[src/rtl/pipe_stage_reg.sv]
// rtl/pipe_stage_reg.sv - valid/ready pipeline stage register with 2-entry skid buffer and flush
// Optional perf counters (stall_cnt, flush_cnt) enabled by defining PIPE_STAGE_PERF_EN.
module pipe_stage_reg #(
  parameter int               WIDTH     = 32,
  parameter logic [WIDTH-1:0] RESET_VAL = '0
) (
  input  logic             clk,
  input  logic             rst,
  input  logic             flush,
  input  logic [WIDTH-1:0] data_in,
  input  logic             valid_in,
  output logic             ready_out,
  output logic [WIDTH-1:0] data_out,
  output logic             valid_out,
  input  logic             ready_in
`ifdef PIPE_STAGE_PERF_EN
  ,
  output logic [31:0]      stall_cnt,
  output logic [15:0]      flush_cnt
`endif
);

  localparam logic [1:0] ST_EMPTY = 2'd0;
  localparam logic [1:0] ST_ONE   = 2'd1;
  localparam logic [1:0] ST_TWO   = 2'd2;

  logic [1:0]       state;
  logic [WIDTH-1:0] main_q;
  logic [WIDTH-1:0] skid_q;
  logic             accept;
  logic             drain;

  // Handshake outputs come straight from state, so ready_in never reaches ready_out.
  assign valid_out = (state != ST_EMPTY);
  assign ready_out = (state != ST_TWO);
  assign data_out  = main_q;

  assign accept = valid_in & ready_out;
  assign drain  = valid_out & ready_in;

  always_ff @(posedge clk) begin
    if (rst) begin
      state  <= ST_EMPTY;
      main_q <= RESET_VAL;
      skid_q <= RESET_VAL;
    end else if (flush) begin
      state <= ST_EMPTY;
    end else begin
      case (state)
        ST_EMPTY: begin
          if (accept) begin
            state  <= ST_ONE;
            main_q <= data_in;
          end
        end
        ST_ONE: begin
          if (accept && drain) begin
            main_q <= data_in;
          end else if (drain) begin
            state <= ST_EMPTY;
          end else if (accept) begin
            state  <= ST_TWO;
            skid_q <= data_in;
          end
        end
        ST_TWO: begin
          if (drain) begin
            state  <= ST_ONE;
            main_q <= skid_q;
          end
        end
        default: state <= ST_EMPTY;
      endcase
    end
  end

`ifdef PIPE_STAGE_PERF_EN
  always_ff @(posedge clk) begin
    if (rst) begin
      stall_cnt <= '0;
      flush_cnt <= '0;
    end else begin
      if (valid_out && !ready_in && (stall_cnt != 32'hFFFF_FFFF)) begin
        stall_cnt <= stall_cnt + 32'd1;
      end
      if (flush && (flush_cnt != 16'hFFFF)) begin
        flush_cnt <= flush_cnt + 16'd1;
      end
    end
  end
`endif

endmodule

[config.mk]
export PLATFORM = sky130hd
export DESIGN_NAME = pipe_stage_reg
export DESIGN_NICKNAME = d
export VERILOG_FILES = /design/src/rtl/pipe_stage_reg.sv
export SDC_FILE = /design/constraint.sdc
export NUM_CORES = 1
export LEC_CHECK = 0
export CAP_MARGIN = 20
export CORE_MARGIN = 8
export CORE_UTILIZATION = 27
export DETAILED_ROUTE_END_ITERATION = 16
export SLEW_MARGIN = 25
export SYNTH_ARGS = -nofsm -noshare
export SYNTH_HDL_FRONTEND = slang
export SYNTH_SLANG_ARGS = --single-unit
[constraint.sdc]
create_clock -name clk -period 3.2 [get_ports clk]
set_input_delay 0.64 -clock clk [delete_from_list [all_inputs] [get_ports clk]]
set_output_delay 0.64 -clock clk [all_outputs]
set_load 0.05 [all_outputs]
Figure 1. Clock network drawn from the DEF (run 1).
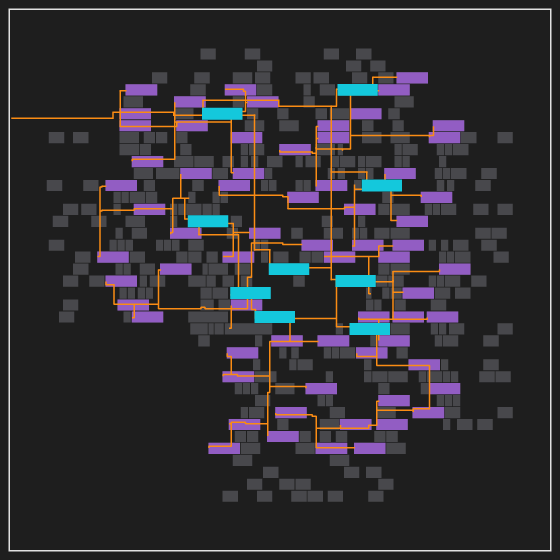
- orange: clock wires (length 925 um)
- purple: flip-flops (count 66)
- cyan: clock drivers (count 9)
- routed clock nets: 10
Clk. pwr: 0.957 mW
post-route clock skew: 3.60 ps
clock share of power: 41.7%
Insertion Delay late pin: 320 ps

Figure 2. Track usage over the die (run 1).
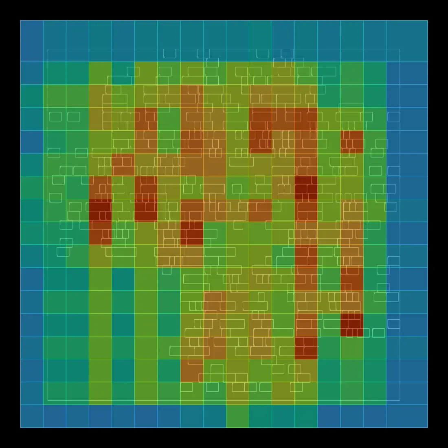
GR Util met3: 4.52%
met1 Usage GRT: 16.0%
WL per Instance: 18.1 um
GRT Total Usage: 12.8%

Figure 3. M1 wires (run 1).
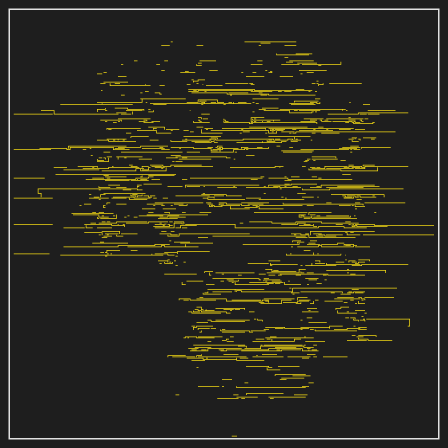
- longest straight run: 34.5 um
- nets with wire on the layer: 356
- wire length on this layer: 4100 um
- share of all routed wire: 44%
drt total wl: 9280 um
DR vias: 2685

==> results.ini, run 1 <==
[synth]
flop_cell=dfxtp_1
top_cells_by_count=dfxtp_1, a211oi_1, a21oi_1, mux2i_1, nand3_1
ys_types=28
synthCells=312
edf_count=0

[final_layout]
nets=402
antennaDiodeCount=0
syn_to_final_growth_pct=34.2
finalNonFillerCells=512

[pwr]
seq_cell_power_mw=0.889
power_frac_comb_pct=19.5
peakVddDrop_mv=0.204
switching_share_pct=28.1
pg_comb_mw=0.446

[critical_path]
startpoint=state[0]
worstPathRequired_ps=2560
path_max_fanout=8
critPathArrivalTime_ps=1800
reg2reg_depth=4

[routing]
drtPass1Iterations=4
first_iter_violations=181
drc=0

[placed_design]
hpwl_um=6110
io_buffers=70

[global_routing]
grt_antenna_before_repair=1
grt_pass1_vias=2810

[final_timing]
tns_ps=0
slew_headroom_pct=59.4
setup_viol=0
clock.fmax_mhz=409
fin_ws_ps=756

[outcome]
status=complete, no violations

[clock_network]
cts_tree=built
htreeDepth=3

[floorplan]
core_um2=11300
io_pins=71

[flow_run]
warning_count=26
drv_cap=0

-- run 1: per-layer routing --
layer	GRT usage, %	share of wire, %	wire length, um	vias to the layer above
met4	4.27	1.0	96	2
met2	20.0	47	4330	79
met3	4.52	8.0	744	12
met5	0	0.097	9	-
met1	16.0	44	4100	1296
li1	-	-	-	1296
-- run 1: layout make-up --
class | instances | area share, %
clock buffers | 12 | 5.95
clock inverters | 3 | 0.967
inverters | 1 | 0.0907
multi-input cells | 207 | 38.1
flip-flops and latches | 66 | 31.9
well taps | 143 | 4.32
repair buffers | 80 | 18.6
-- run 1: cell families (layout without fill, tap and decap cells) --
| logic type | after synthesis | in the layout | synth area share, % |
|---|---|---|---|
| buf+inv | 39 | 96 | 6.65 |
| mux | 33 | 33 | 10.7 |
| simple gates | 42 | 42 | 7.66 |
| flops | 66 | 66 | 42.8 |
| compound gates | 132 | 132 | 32.1 |
-- run 1: cell usage in the layout, fill, tap and decap left out, types with 2 or more instances in the layout --
cell type,instances
o21ai_0,27
dfxtp_1,66
clkinv_2,2
a211oi_1,35
clkbuf_1,2
clkbuf_16,9
a21oi_1,32
a211oi_2,30
buf_4,10
o21ai_1,5
nand3_1,32
mux2i_1,32
clkdlybuf4s50_1,69
-- run 1: flip-flops by register name, indices dropped and copies added, names as in the netlist --
register and count:
data_out 32, skid_q 32, state 2
-- run 1: worst max-delay path, stage by stage, from the launching register on --
cell and delay [ps]:
dfxtp_1 470, nand2b_2 200, clkdlybuf4s50_1 810
-- run 1: metrics by stage --
step,hold WS (ps),utilization [%]
after CTS,473,36.7
after detailed placement,465,34.2
after global routing,488,36.7
after floorplan,453,-
final,471,36.7
after global placement,458,34.2
Figure 4. Port wiring (run 1).
Scale bar: 20 um.
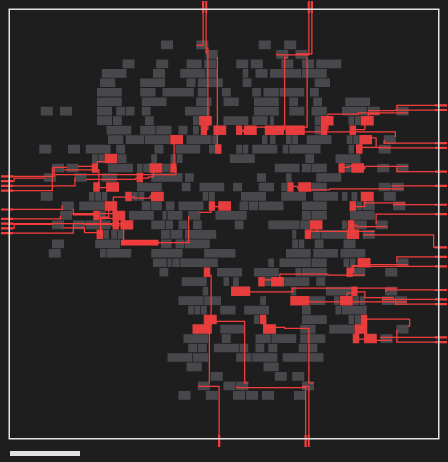

==> run 1 -> run 2 <==
clock period = 2.3 ns   (was 3.2 ns; I/O delays follow)
Figure 5. Port wiring (run 2).
Scale bar: 20 um.
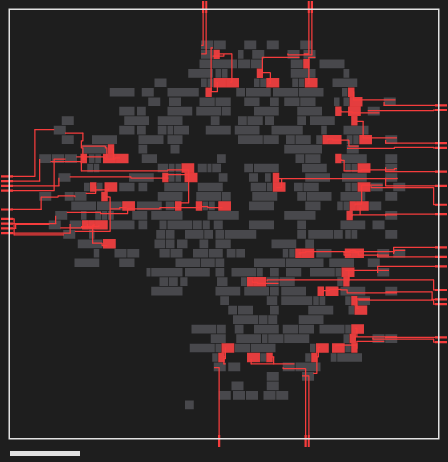
- red: `data_in` (direction input; end cells 64; buffers 32; wire 1230 um)
IO buf count: 70
IO Pins: 71

==> run 2 against run 1 <==
Net effect: first-iteration DRC count rose by 6.1%; final cell count rose by 2.0%; via count fell by 1.1%; worst setup slack got worse by 460 ps; core utilization rose by 1.2 points; highest routed layer is now met4.
==> results.ini, run 2 <==
[global_routing]
track_usage_pct=12.4
grt_pass1_wl_um=14500
grt_antenna_before_repair=0
grt_pass1_vias=2628

[pwr]
clockPowerShare_pct=44.3
seq_cell_power_mw=1.24
pg_comb_mw=0.632
switching_share_pct=28.6
powerClk_mw=1.49
power_frac_comb_pct=18.8

[outcome]
status=complete, no violations

[routing]
met3WireLength_um=706
vias=2655
drtPass1Iterations=4
drc=0
avgRoutedWirePerCell_um=17.8

[final_timing]
fin_ws_ps=294
worst_hold_slack_ps=472
clock_skew_ps=7.19
clock.fmax_mhz=499
tns_ps=0
setup_viol=0
slew_headroom_pct=65.0
period_needed_ps=2010

[synth]
ys_types=28
flop_cell=dfxtp_1
edf_count=0
top_cells_by_count=dfxtp_1, a211oi_1, a21oi_1, mux2i_1, nand3_1
synthCells=312

[final_layout]
syn_to_final_growth_pct=38.7
most-common-layout-cells=clkdlybuf4s50_1, dfxtp_1, a211oi_1
final_layout_top_logic_cell=clkdlybuf4s50_1
utilization_pct=38.0
antennaDiodeCount=0
finalNonFillerCells=522
nets=411

[critical_path]
reg2reg_depth=4
path_cells=clkdlybuf4s50_1
critPathSlowestCell=clkdlybuf4s50_1
worstPathRequired_ps=1840
path_max_fanout=2
crit_family=buffers and inverters
max_stage_delay_ps=840
critical_path_buf_inv_count=1
critPathArrivalTime_ps=1550

[placed_design]
hpwl_um=6240

[flow_run]
drv_cap=0
warning_count=26

[clock_network]
htreeDepth=3
worstSkewPairLatency_ps=330

[run 2: cell types whose count changed in the layout (fill, tap and decap cells not counted)]
| cell | delta |
|---|---|
| buf_4 | +8 |
| buf_12 | +3 |
| clkbuf_1 | -2 |
| clkdlybuf4s50_1 | -2 |
| clkinv_4 | +2 |
| inv_6 | +2 |
| bufinv_16 | +1 |
| clkbuf_8 | -1 |
| clkinv_2 | -1 |
| inv_1 | +1 |
| inv_2 | -1 |
[run 2: kinds of logic (layout without fill, tap and decap cells)]
| family | Yosys count | count (layout) | synth area share (%) |
|---|---|---|---|
| compound gates | 132 | 132 | 32.1 |
| buf+inv | 39 | 106 | 6.65 |
| flops | 66 | 66 | 42.8 |
| mux | 33 | 33 | 10.7 |
| simple gates | 42 | 42 | 7.66 |
[run 2: worst min path at each step]
stage / from / endpoint / slack, ps / cells after the start
detailed placement: skid_q[23] / skid_q[23] / 470 / 2
global route: skid_q[31] / skid_q[31] / 490 / 2
CTS: skid_q[23] / skid_q[23] / 470 / 2
global placement: skid_q[18] / skid_q[18] / 460 / 2
finish: skid_q[0] / skid_q[0] / 470 / 2
floorplan: skid_q[0] / skid_q[0] / 450 / 2
[run 2: cell type report]
type / count / area, um2 / share of cell area [%]
clock buffers: 9 / 225 / 5.26
well taps: 143 / 179 / 4.18
flip-flops and latches: 66 / 1320 / 30.9
repair buffers: 89 / 871 / 20.4
inverters: 1 / 3.75 / 0.0877
multi-input cells: 207 / 1580 / 36.9
clock inverters: 7 / 100 / 2.34
[run 2: routing by layer]
layer | global-route usage [%] | vias to the layer above
li1 | - | 1314
met1 | 16.1 | 1255
met2 | 18.8 | 76
met3 | 4.25 | 10
met4 | 4.27 | 0
met5 | 0 | -
No activity file was given, so power comes from the tool's default toggle rates.
